<file path="config.mk">
export PLATFORM = sky130hd
export DESIGN_NAME = aria_lt_s1_seq
export DESIGN_NICKNAME = d
export VERILOG_FILES = /design/src/rtl/aria_lt_pkg.sv /design/src/rtl/aria_lt_gfinv.sv /design/src/rtl/aria_lt_s1.sv /design/src/rtl/aria_lt_s1_seq.sv
export SDC_FILE = /design/constraint.sdc
export NUM_CORES = 2
export LEC_CHECK = 0
export CAP_MARGIN = 20
export CORE_MARGIN = 10
export CORE_UTILIZATION = 45
export CTS_CLUSTER_DIAMETER = 50
export DETAILED_ROUTE_END_ITERATION = 6
export PLACE_DENSITY = 0.68
export SYNTH_ARGS = -nofsm -noshare
export SYNTH_HDL_FRONTEND = slang
export SYNTH_SLANG_ARGS = --single-unit
</file>
<file path="constraint.sdc">
create_clock -name clk -period 34.8 [get_ports clk]
set_input_delay 3.48 -clock clk [delete_from_list [all_inputs] [get_ports clk]]
set_output_delay 3.48 -clock clk [all_outputs]
set_load 0.05 [all_outputs]
</file>
<file path="src/rtl/aria_lt_pkg.sv">
// Shared definitions for the ARIA substitution-layer engines.
package aria_lt_pkg;

  localparam logic [7:0] S1_CONST = 8'h63;

  typedef enum logic [1:0] {
    IDLE = 2'd0,
    SUB  = 2'd1,
    DONE = 2'd2
  } lt_state_e;

  // Byte 0 occupies [127:120], so byte idx starts at bit 120 - 8*idx.
  function automatic int byte_lsb(input int idx);
    return 120 - 8 * idx;
  endfunction

  function automatic bit bpc_legal(input int bpc);
    return (bpc == 1) || (bpc == 2) || (bpc == 4) || (bpc == 8) || (bpc == 16);
  endfunction

endpackage

</file>
<file path="src/rtl/aria_lt_gfinv.sv">
// Combinational GF(2^8) multiplicative inverse (x^254, poly 0x11B); 0 maps to 0.
module aria_lt_gfinv (
  input  logic [7:0] gfinv_din,
  output logic [7:0] gfinv_dout
);

  function automatic logic [7:0] gf_mul(input logic [7:0] a, input logic [7:0] b);
    logic [7:0] p;
    logic [7:0] aa;
    p  = '0;
    aa = a;
    for (int i = 0; i < 8; i++) begin
      if (b[i]) p = p ^ aa;
      aa = {aa[6:0], 1'b0} ^ (aa[7] ? 8'h1B : 8'h00);
    end
    return p;
  endfunction

  logic [7:0] x2, x3, x6, x12, x15, x30, x60, x120, x240, x252;

  // Addition chain for x^254: every exponent is built from earlier ones.
  always_comb begin
    x2         = gf_mul(gfinv_din, gfinv_din);
    x3         = gf_mul(x2, gfinv_din);
    x6         = gf_mul(x3, x3);
    x12        = gf_mul(x6, x6);
    x15        = gf_mul(x12, x3);
    x30        = gf_mul(x15, x15);
    x60        = gf_mul(x30, x30);
    x120       = gf_mul(x60, x60);
    x240       = gf_mul(x120, x120);
    x252       = gf_mul(x240, x12);
    gfinv_dout = gf_mul(x252, x2);
  end

endmodule

</file>
<file path="src/rtl/aria_lt_s1.sv">
// Forward ARIA S1 on one byte: field inverse followed by the affine map.
module aria_lt_s1
  import aria_lt_pkg::*;
(
  input  logic [7:0] s1_din,
  output logic [7:0] s1_dout
);

  logic [7:0] inv;

  aria_lt_gfinv u_gfinv (
    .gfinv_din  (s1_din),
    .gfinv_dout (inv)
  );

  // Affine map: each output bit folds in the four cyclically following bits.
  always_comb begin
    s1_dout = '0;
    for (int i = 0; i < 8; i++) begin
      s1_dout[i] = inv[i] ^ inv[(i + 4) % 8] ^ inv[(i + 5) % 8] ^
                   inv[(i + 6) % 8] ^ inv[(i + 7) % 8] ^ S1_CONST[i];
    end
  end

endmodule

</file>
<file path="src/rtl/aria_lt_s1_seq.sv">
// Iterative forward S1 engine: substitutes BPC bytes per clock in place,
// presenting the finished block with a valid/ready handshake.
module aria_lt_s1_seq
  import aria_lt_pkg::*;
#(
  parameter int BPC = 4
) (
  input  logic         clk,
  input  logic         rst,
  input  logic         in_valid,
  output logic         in_ready,
  input  logic [127:0] in_data,
  output logic         out_valid,
  input  logic         out_ready,
  output logic [127:0] out_data,
  output logic         busy
);

  localparam int NCYC = 16 / BPC;
  localparam int CW   = (NCYC > 1) ? $clog2(NCYC) : 1;
  localparam logic [CW-1:0] LAST = CW'(NCYC - 1);

  if (!bpc_legal(BPC)) begin : g_bpc_check
    $error("aria_lt_s1_seq: BPC must be 1, 2, 4, 8 or 16");
  end

  lt_state_e     state_q, state_d;
  logic [CW-1:0] cnt_q, cnt_d;
  logic [127:0]  work_q, work_d;
  logic [127:0]  sub_word;
  logic [7:0]    sub_din  [BPC];
  logic [7:0]    sub_dout [BPC];

  for (genvar j = 0; j < BPC; j++) begin : g_s1
    aria_lt_s1 u_s1 (
      .s1_din  (sub_din[j]),
      .s1_dout (sub_dout[j])
    );
  end

  // Pick the byte group addressed by the counter for the S1 lanes.
  always_comb begin
    for (int j = 0; j < BPC; j++) begin
      sub_din[j] = work_q[byte_lsb(int'(cnt_q) * BPC + j) +: 8];
    end
  end

  // Working word with the current byte group replaced by its substitution.
  always_comb begin
    sub_word = work_q;
    for (int j = 0; j < BPC; j++) begin
      sub_word[byte_lsb(int'(cnt_q) * BPC + j) +: 8] = sub_dout[j];
    end
  end

  // State, counter and working register; reset drops any block in flight.
  always_ff @(posedge clk) begin
    if (rst) begin
      state_q <= IDLE;
      cnt_q   <= '0;
      work_q  <= '0;
    end else begin
      state_q <= state_d;
      cnt_q   <= cnt_d;
      work_q  <= work_d;
    end
  end

  // Next-state and handshake outputs.
  always_comb begin
    state_d   = state_q;
    cnt_d     = cnt_q;
    work_d    = work_q;
    in_ready  = 1'b0;
    out_valid = 1'b0;
    busy      = 1'b1;
    case (state_q)
      IDLE: begin
        in_ready = 1'b1;
        busy     = 1'b0;
        if (in_valid) begin
          work_d  = in_data;
          cnt_d   = '0;
          state_d = SUB;
        end
      end
      SUB: begin
        work_d = sub_word;
        if (cnt_q == LAST) begin
          cnt_d   = '0;
          state_d = DONE;
        end else begin
          cnt_d = cnt_q + CW'(1);
        end
      end
      DONE: begin
        out_valid = 1'b1;
        if (out_ready) state_d = IDLE;
      end
      default: state_d = IDLE;
    endcase
  end

  assign out_data = (state_q == DONE) ? work_q : '0;

endmodule

</file>
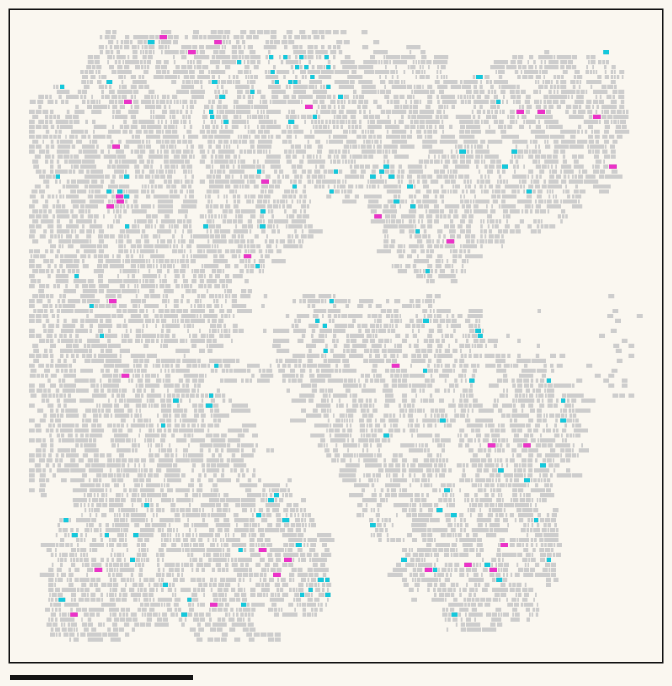
**Above:** logic cells by family.
Scale bar: 100 µm.
Key: cyan = non-inverting ao/oa cells [cells 114, most used o21a_1]; magenta = fa/ha/maj cells [cells 32, most used ha_1, where all over the die]
Comb area share: 83.23%
non-filler instance count after layout: 7,680
Commonest Layout Cell: xnor2_1

==> CHANGELOG.md <==
### Implementation results

- Status: complete, no violations
- Fraction of area in clock buffers and inverters: 1.145%
- Core Rows: 123
- Xor+xnor area frac: 47.77%
- Drt pass-1 iters: 7
- Setup ws final: 11.10 ns
- Hold Path Depth: 1
- Nets@finish: 6,331
- Fmax achieved: 42.20 MHz
- Post-CTS Hold Buffers: 0
- Final ANT Viol Nets: 0
- Slew Limit Fails: 0
- YS chip area: 50,870 µm²
- Clock buf count: 19
- Period utilization: 68.09%
- Metal3 WL: 15,330 µm
- Most flops, register: work_q
- Endpoint class of the critical path: flip-flop
- Setup Fix Bufs, Post-CTS: 0
- Top cell area share: 18.48%
- Layout area overhead: 6.942%
- Most used routing layer: met2
- RR Startpoint: cnt_q[1]
- Flop area: 2650 µm²
- Top cell by count, worst path: xnor2_1
- Total wire length: 159,300 µm
- Fin. Hold Viols: 0
- RSZ-0062 raised after global routing: false
- Count of input and output buffers: 262
- Worst R2R Setup Slack: 11.10 ns
- Met2 wire len: 69,900 µm
- Seq/total area: 4.872%
- Mux area share: 5.645%
- DR iter-0 viols: 4,178
- Num tapcells: 1,500
- Worst hold start: work_q[111]
- RePlAce Congestion: 0.9446
- Final core utilization: 48.42%
- Final instance area: 54,400 µm²
- Met1 Track Usage GR: 33.70%
- Capturing point of the worst reg2reg path: work_q[121]
- Final Setup Violations: 0
- Fin crit period: 23.70 ns
- Flip-flops with a built-in enable: 0
- Die area: 126,900 µm²
- Sequential element share of the synthesized area: 5.195%
- Yosys simple share: 19.85%
- Crit path launch type: flip-flop
- Synth warnings: 0
- Top cells by count: xnor2_1, nor2_1, nand2_1
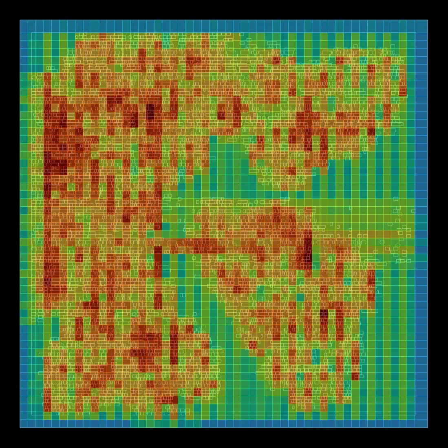
**Above:** routing congestion map.
met3 usage: 4.620%
Tot GR Track Use: 23.89%
M2 GR Usage: 37.06%
WL per Instance: 20.74 µm

